==> config.mk <==
export PLATFORM = sky130hd
export DESIGN_NAME = id_ex_stage
export DESIGN_NICKNAME = d
export VERILOG_FILES = /design/src/rtl/id_ex_stage.sv
export SDC_FILE = /design/constraint.sdc
export NUM_CORES = 1
export LEC_CHECK = 0
export ABC_CLOCK_PERIOD_IN_PS = 3700
export CAP_MARGIN = 20
export CORE_ASPECT_RATIO = 0.7
export CORE_MARGIN = 2
export CORE_UTILIZATION = 40
export CTS_BUF_LIST = sky130_fd_sc_hd__clkbuf_2
export DETAILED_ROUTE_END_ITERATION = 8
export GPL_TIMING_DRIVEN = 0
export PLACE_DENSITY = 0.79
export SYNTH_ARGS = -nofsm -noshare
export SYNTH_HDL_FRONTEND = slang
export SYNTH_SLANG_ARGS = --single-unit
export TNS_END_PERCENT = 20
==> constraint.sdc <==
create_clock -name clk -period 3.7 [get_ports clk]
set_clock_uncertainty 0.1 [all_clocks]
set_input_delay 0.74 -clock clk [delete_from_list [all_inputs] [get_ports clk]]
set_output_delay 0.74 -clock clk [all_outputs]
set_load 0.05 [all_outputs]
==> src/rtl/id_ex_stage.sv <==
// rtl/id_ex_stage.sv - decode-to-execute stage: two-entry skid buffer, operand B select, MEM/WB forwarding
// Optional feature macro: ID_EX_FWD_EN (forwarding compiled in when defined).
module id_ex_stage (
    input  logic        clk,
    input  logic        rstn,
    input  logic        flush,
    input  logic        in_valid,
    output logic        in_ready,
    input  logic [4:0]  in_op_code,
    input  logic [4:0]  in_rs1_addr,
    input  logic [4:0]  in_rs2_addr,
    input  logic [4:0]  in_rd_addr,
    input  logic [31:0] in_rs1_data,
    input  logic [31:0] in_rs2_data,
    input  logic [31:0] in_imm,
    input  logic        in_use_imm,
    input  logic        fwd_mem_valid,
    input  logic [4:0]  fwd_mem_rd,
    input  logic [31:0] fwd_mem_data,
    input  logic        fwd_wb_valid,
    input  logic [4:0]  fwd_wb_rd,
    input  logic [31:0] fwd_wb_data,
    output logic        out_valid,
    input  logic        out_ready,
    output logic [31:0] alu_operand_a,
    output logic [31:0] alu_operand_b,
    output logic [3:0]  alu_op_code_1,
    output logic        alu_op_code_2,
    output logic [4:0]  out_rd_addr
);

    typedef enum logic [1:0] {EMPTY = 2'd0, ONE = 2'd1, FULL = 2'd2} state_t;

    typedef struct packed {
        logic [4:0]  op;
        logic [4:0]  rd;
        logic [4:0]  rs1;
        logic [4:0]  rs2;
        logic        use_imm;
        logic [31:0] a;
        logic [31:0] b;
    } entry_t;

    state_t state, state_n;
    entry_t main_r, skid_r, main_n, skid_n;
    entry_t in_e, main_f, skid_f, in_f;
    logic   in_ready_r;
    logic   accept, fire;
    logic [31:0] opa, opb;

    assign in_e = '{op: in_op_code, rd: in_rd_addr, rs1: in_rs1_addr, rs2: in_rs2_addr,
                    use_imm: in_use_imm, a: in_rs1_data,
                    b: in_use_imm ? in_imm : in_rs2_data};

`ifdef ID_EX_FWD_EN
    // WB results are folded into stored operands so a stalled op keeps them after WB retires.
    function automatic entry_t wb_refresh(input entry_t e, input logic v,
                                          input logic [4:0] rd, input logic [31:0] d);
        entry_t r;
        r = e;
        if (v && (rd != 5'd0) && (rd == e.rs1))
            r.a = d;
        if (v && (rd != 5'd0) && !e.use_imm && (rd == e.rs2))
            r.b = d;
        return r;
    endfunction

    assign main_f = wb_refresh(main_r, fwd_wb_valid, fwd_wb_rd, fwd_wb_data);
    assign skid_f = wb_refresh(skid_r, fwd_wb_valid, fwd_wb_rd, fwd_wb_data);
    assign in_f   = wb_refresh(in_e,   fwd_wb_valid, fwd_wb_rd, fwd_wb_data);

    assign opa = (fwd_mem_valid && (fwd_mem_rd != 5'd0) && (fwd_mem_rd == main_r.rs1))
               ? fwd_mem_data : main_r.a;
    assign opb = (fwd_mem_valid && (fwd_mem_rd != 5'd0) && !main_r.use_imm
                  && (fwd_mem_rd == main_r.rs2)) ? fwd_mem_data : main_r.b;
`else
    logic unused_fwd;
    assign unused_fwd = ^{fwd_mem_valid, fwd_mem_rd, fwd_mem_data,
                          fwd_wb_valid, fwd_wb_rd, fwd_wb_data};

    assign main_f = main_r;
    assign skid_f = skid_r;
    assign in_f   = in_e;
    assign opa    = main_r.a;
    assign opb    = main_r.b;
`endif

    assign in_ready  = in_ready_r;
    assign out_valid = (state != EMPTY);
    assign accept    = in_valid & in_ready_r;
    assign fire      = out_valid & out_ready;

    always_ff @(posedge clk or negedge rstn) begin
        if (!rstn) begin
            state      <= EMPTY;
            main_r     <= '0;
            skid_r     <= '0;
            in_ready_r <= 1'b1;
        end else begin
            state      <= state_n;
            main_r     <= main_n;
            skid_r     <= skid_n;
            in_ready_r <= (state_n != FULL);
        end
    end

    always_comb begin
        state_n = state;
        main_n  = main_f;
        skid_n  = skid_f;
        case (state)
            EMPTY: begin
                if (accept) begin
                    state_n = ONE;
                    main_n  = in_f;
                end
            end
            ONE: begin
                if (accept && fire) begin
                    main_n = in_f;
                end else if (accept) begin
                    state_n = FULL;
                    skid_n  = in_f;
                end else if (fire) begin
                    state_n = EMPTY;
                end
            end
            FULL: begin
                if (fire) begin
                    state_n = ONE;
                    main_n  = skid_f;
                end
            end
            default: state_n = EMPTY;
        endcase
        if (flush) begin
            state_n = EMPTY;
            main_n  = '0;
            skid_n  = '0;
        end
    end

    // With no valid op the ALU sees ADD 0+0.
    assign alu_operand_a = out_valid ? opa : 32'd0;
    assign alu_operand_b = out_valid ? opb : 32'd0;
    assign alu_op_code_1 = out_valid ? main_r.op[3:0] : 4'd0;
    assign alu_op_code_2 = out_valid ? main_r.op[4] : 1'b0;
    assign out_rd_addr   = out_valid ? main_r.rd : 5'd0;

endmodule

==> impl_metrics.yaml <==
# synthesis and place-and-route metrics
timing:
  setup_tns_ns: 0
  hold_violations: 0
  whs_ns: 0.406
  fin_crit_ns: 3.54
  slew_headroom: 0.482
  fmax_ghz: 0.282
synth:
  yosys-top-cells-count: "dfrtp_1, o21ai_0, a21oi_1, mux2i_1, nor2b_1"
  synthArstFlopShare: 1.00
  ys_seq_frac: 0.495
  ys_top_cells_by_area: "dfrtp_1, mux2i_1, o21ai_0, nor2b_1, a211oi_2"
  ff_type: "dfrtp_1"
  yosys.area_share.aoi: 0.231
  syn_area_um2: 7640
  top_area_cell: "dfrtp_1"
  synth_cells: 754
die:
  initial_core_util: 0.406
  ios: 274
worst_setup_path:
  required_ns: 2.86
  path_max_fanout: 10
  cp.arrival_ns: 2.70
finish:
  combAreaFraction: 0.358
  ff_latch_area_um2: 3780
  seq_cells: 151
  inverters: 3
route:
  top_layer_used: "met4"
  first_pass_iters: 5
cts:
  clockRootBuffer: "clkbuf_2"
  clkLatencyLatePin_ns: 0.68
  clockBufferDepth: 2
global_route:
  grt_pass1_wl_um: 35500
power_and_ir_drop:
  powerDensity_nw_per_um2: 481
placement:
  preCtsSetupSlack_ns: 0.0855
  place_inst: 1182
outcome:
  status: "finished clean"
==> images/m4.png <==
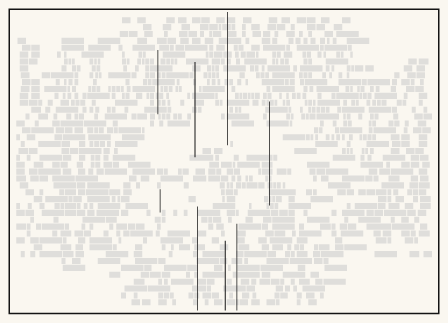
share of all routed wire	1.2%
longest straight run	52.4 um
vias post-DR: 6677
final WL: 22200 um

==> images/closeup.png <==
Region (114, 17) to (139, 42) um. Cells in grey, sequential cells in the stronger grey; small squares are vias.
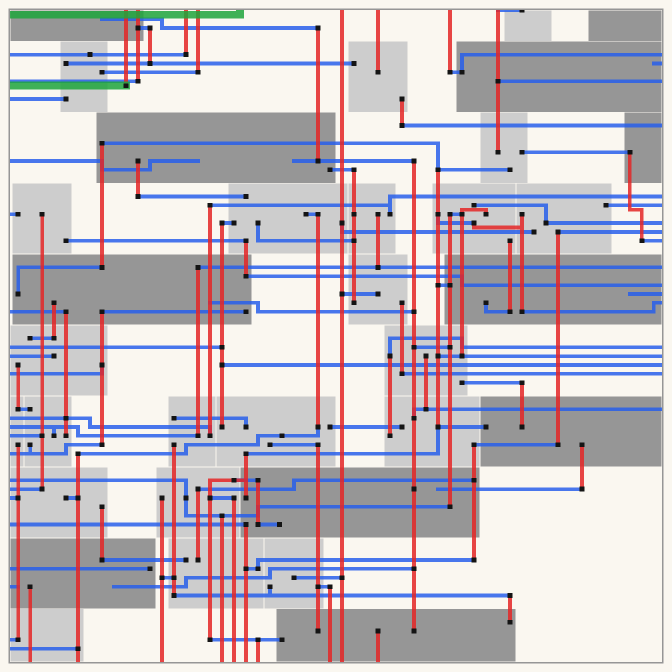
layer	colour
M2	red
M1	blue
M3	green
cells with their middle in the window	28
sequential cells in the window	8
most frequent	dfrtp_1 (8)
netlist names of flops here include	`skid_f` (4), `opa` (3)

==> images/floorplan.png <==
Scale bar: 50 um. Pins as bars on the die edge. Tap cells in grey.
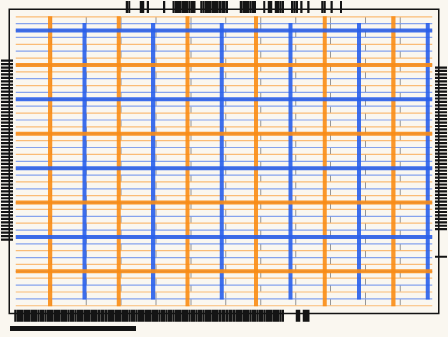
net	colour
VDD	blue
VSS	orange
signal pins	274
met4 straps	12
met5 straps	8
die width: 169 um
Max rail drop VDD: 0.235 mV
Core Region: 18800 um^2

==> images/layers.png <==
Only two layers are drawn.
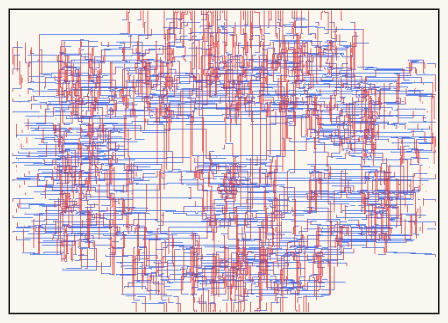
layer	colour	wire length
M2	red	9460 um
M1	blue	11100 um
Tot GR Track Use: 0.224
wire per inst: 18.3 um

==> images/congestion_map.png <==
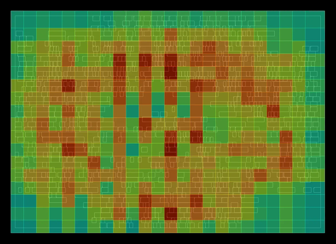
routing usage on met2: 0.320
busiest layer in global routing: met1
GRT met1 Usage: 0.343
Final Util: 0.521
GR Util met3: 0.0488

